Fig. 1: run 1, zoomed window
Region (62, 14) to (82, 34) microns. Cells in gray, sequential cells in the stronger gray; small squares are vias.
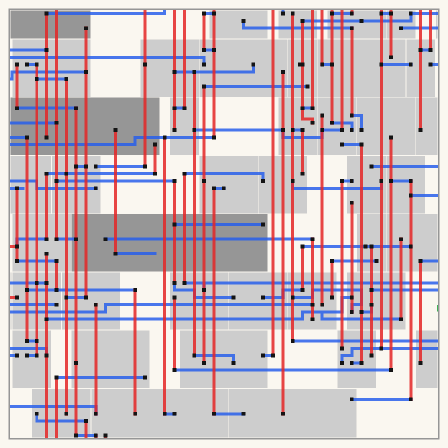
Fig. 2: run 1, clock distribution
(3 px per micron)
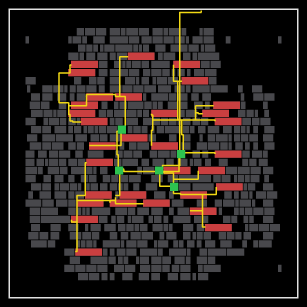
Fig. 3: run 1, signal wires on met4
(4 px per micron)
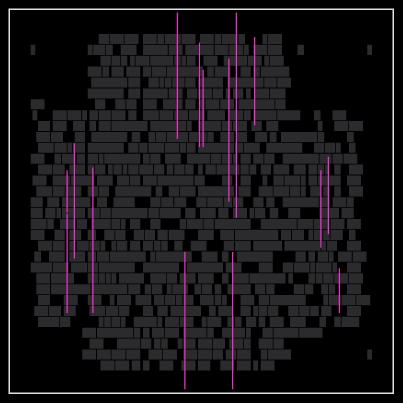
Design pc_hazard_ctrl, sky130hd; sources not shown.
==> flow_results.xml, run 1 <==
<?xml version="1.0" encoding="UTF-8"?>
<metrics>
  <group name="outcome">
    <metric name="run_status" unit="">finished, violations left</metric>
    <metric name="failed_checks" unit="">negative setup slack</metric>
  </group>
  <group name="yosys">
    <metric name="netlist.top_cell.by_area" unit="">dfrtp_1</metric>
    <metric name="yosys_synthesis_warning_count" unit="">0</metric>
    <metric name="synth_chip_area" unit="sq mm">0.00264</metric>
  </group>
  <group name="setup_path">
    <metric name="worst_ep_arrival_time" unit="ps">2030</metric>
    <metric name="worst_reg2reg_setup_slack" unit="ps">-240</metric>
  </group>
  <group name="sta">
    <metric name="max-slew-margin-rel" unit="%">49.1</metric>
    <metric name="setup_ws" unit="ps">-426</metric>
    <metric name="fin_hold_ws" unit="ps">137</metric>
    <metric name="setup_viol_count_final" unit="">28</metric>
  </group>
  <group name="finish">
    <metric name="inverters" unit="">8</metric>
    <metric name="buffer_area_share" unit="%">43.9</metric>
    <metric name="share_of_cell_area_taken_by_flip_flops_and_latches" unit="%">15.7</metric>
    <metric name="nonClockBufferCount" unit="">256</metric>
    <metric name="final.fill_count" unit="">537</metric>
    <metric name="clockBufferCount" unit="">5</metric>
    <metric name="lay_top_count" unit="">buf_4</metric>
    <metric name="comb_area_share" unit="%">35.8</metric>
  </group>
  <group name="die">
    <metric name="initial_core_utilization" unit="%">36.6</metric>
    <metric name="die_y" unit="microns">95.7</metric>
  </group>
</metrics>
About Fig. 1:
- blue: metal 1
- green: metal 3
- red: metal 2
- sequential cells in the window: 2
- most frequent: buf_4 (10)
- cells with their middle in the window: 35

About Fig. 2:
- green: clock drivers (count 5)
- red: flip-flops (count 32)
- yellow: clock wires (length 428 microns)
- routed clock nets: 6
clock network power share: 15.0%
final worst clock skew: 16.7 ps
total clock network power: 0.479 mW
worst skew pair latency: 320 ps

About Fig. 3:
- nets with wire on the layer: 15
- longest straight run: 51.0 microns
drt total wl: 11,300 microns
Via Count: 3,268

==> inputs of run 2 (changes only) <==
--- a/config.mk
+++ b/config.mk
@@ -12,6 +12,7 @@
 export DETAILED_ROUTE_END_ITERATION = 7
 export PLACE_DENSITY = 0.92
 export REMOVE_ABC_BUFFERS = 1
+export SLEW_MARGIN = 40
 export SYNTH_ARGS = -nofsm -noshare
 export SYNTH_HDL_FRONTEND = slang
 export SYNTH_SLANG_ARGS = --single-unit
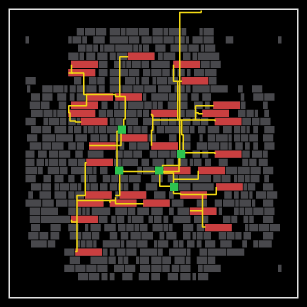
Fig. 4. Clock distribution (run 2).
(3 px per micron)
- green: clock drivers (count 5)
- yellow: clock wires (length 425 microns)
- red: flip-flops (count 32)
- routed clock nets: 6
final worst clock skew: 16.6 ps

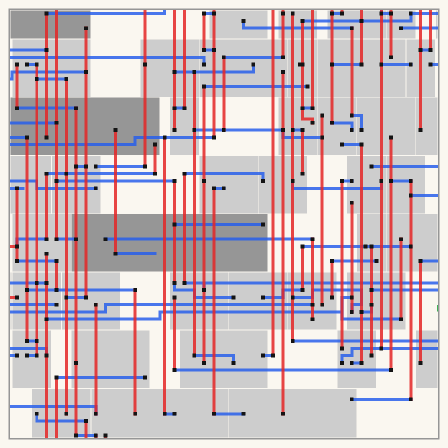
Fig. 5. Zoomed window (run 2).
Region (62, 14) to (82, 34) microns. Cells in gray, sequential cells in the stronger gray; small squares are vias.
- green: metal 3
- red: metal 2
- blue: metal 1
- cells with their middle in the window: 35
- sequential cells in the window: 2
- most frequent: buf_4 (10)

==> run 2 against run 1 <==
  * The run still ends with negative setup slack left
  * Count of clock-buffer cells in the layout is the same
  * Final area is essentially flat
  * Via count is essentially flat
  * Worst hold slack lost 130 ps
  * Sequential cell count is the same
  * Critical path depth grew 1
  * Core utilization is essentially flat
  * Worst setup slack lost 1.1 ps
  * First-iteration DRC count is the same
  * Sequential share of layout area is essentially flat
  * Wire length shrank 0.23%
  * Non-clock buffer count is the same
==> flow_results.xml, run 2 <==
<?xml version="1.0" encoding="UTF-8"?>
<metrics>
  <group name="finish">
    <metric name="nets" unit="">585</metric>
    <metric name="comb_area_share" unit="%">35.8</metric>
    <metric name="final.fill_count" unit="">536</metric>
    <metric name="nonClockBufferCount" unit="">256</metric>
    <metric name="layout.area.top_class" unit="">non-clock buffers</metric>
    <metric name="lay_top_count" unit="">buf_4</metric>
    <metric name="clock_cell_share" unit="%">1.47</metric>
    <metric name="clockBufferCount" unit="">5</metric>
    <metric name="drive_above_1_share" unit="%">42.2</metric>
    <metric name="buffer_area_share" unit="%">43.9</metric>
    <metric name="inverters" unit="">8</metric>
    <metric name="share_of_cell_area_taken_by_flip_flops_and_latches" unit="%">15.7</metric>
  </group>
  <group name="setup_path">
    <metric name="worst_reg2reg_setup_slack" unit="ps">-240</metric>
    <metric name="worst_ep_arrival_time" unit="ps">2030</metric>
    <metric name="critical_path_depth" unit="">8</metric>
    <metric name="crit_path_max_incr_delay" unit="ps">410</metric>
    <metric name="critical_path.n_buffers_inverters" unit="">3</metric>
  </group>
  <group name="detailed_routing">
    <metric name="detail-route-antenna-nets" unit="">0</metric>
    <metric name="drc_errors" unit="">0</metric>
    <metric name="dr.pass1.iters" unit="">4</metric>
    <metric name="highest_layer_used_for_signal_routing" unit="">met4</metric>
  </group>
  <group name="yosys">
    <metric name="synth-cells-yosys" unit="">319</metric>
    <metric name="netlist.top_cell.by_area" unit="">dfrtp_1</metric>
    <metric name="synth_chip_area" unit="sq mm">0.00264</metric>
    <metric name="yosys_synthesis_warning_count" unit="">0</metric>
    <metric name="logic_family" unit="">simple AND/OR/NAND/NOR gates</metric>
  </group>
  <group name="outcome">
    <metric name="failed_checks" unit="">negative setup slack</metric>
    <metric name="run_status" unit="">finished, violations left</metric>
  </group>
  <group name="sta">
    <metric name="maxClockFrequency" unit="MHz">412</metric>
    <metric name="fin_hold_ws" unit="ps">4.73</metric>
    <metric name="setup_ws" unit="ps">-427</metric>
    <metric name="setup_viol_count_final" unit="">28</metric>
  </group>
  <group name="global_route">
    <metric name="globalRouteMet3Util" unit="%">4.50</metric>
    <metric name="antenna_found_initial" unit="">0</metric>
    <metric name="grt.overflow.total" unit="">0</metric>
    <metric name="globalRouteMet2Util" unit="%">44.0</metric>
  </group>
  <group name="power">
    <metric name="part_of_the_power_in_registers" unit="%">27.0</metric>
    <metric name="power.static_leakage" unit="nW">2.35</metric>
    <metric name="power_frac_clock" unit="%">15.0</metric>
    <metric name="power_clock" unit="mW">0.479</metric>
  </group>
  <group name="die">
    <metric name="design.die.area" unit="sq mm">0.00915</metric>
    <metric name="initial_core_utilization" unit="%">36.6</metric>
    <metric name="die_y" unit="microns">95.7</metric>
  </group>
  <group name="placed_design">
    <metric name="place.detailed.hpwl" unit="microns">7780</metric>
  </group>
  <group name="clock_network">
    <metric name="clk_latency" unit="ps">320</metric>
  </group>
  <group name="job">
    <metric name="drv_cap" unit="">0</metric>
  </group>
</metrics>
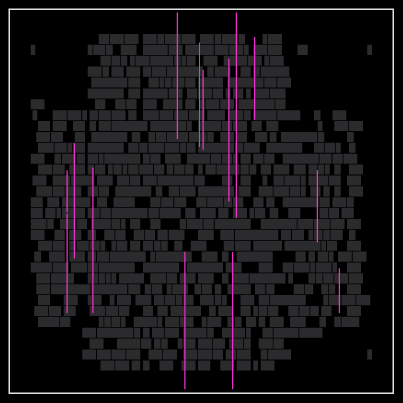
Fig. 6. Signal wires on met4 (run 2).
(4 px per micron)
- longest straight run: 51.0 microns
- wire length on this layer: 379 microns
Via Count: 3,266
drt total wl: 11,300 microns

Power and IR drop assume default switching activity.
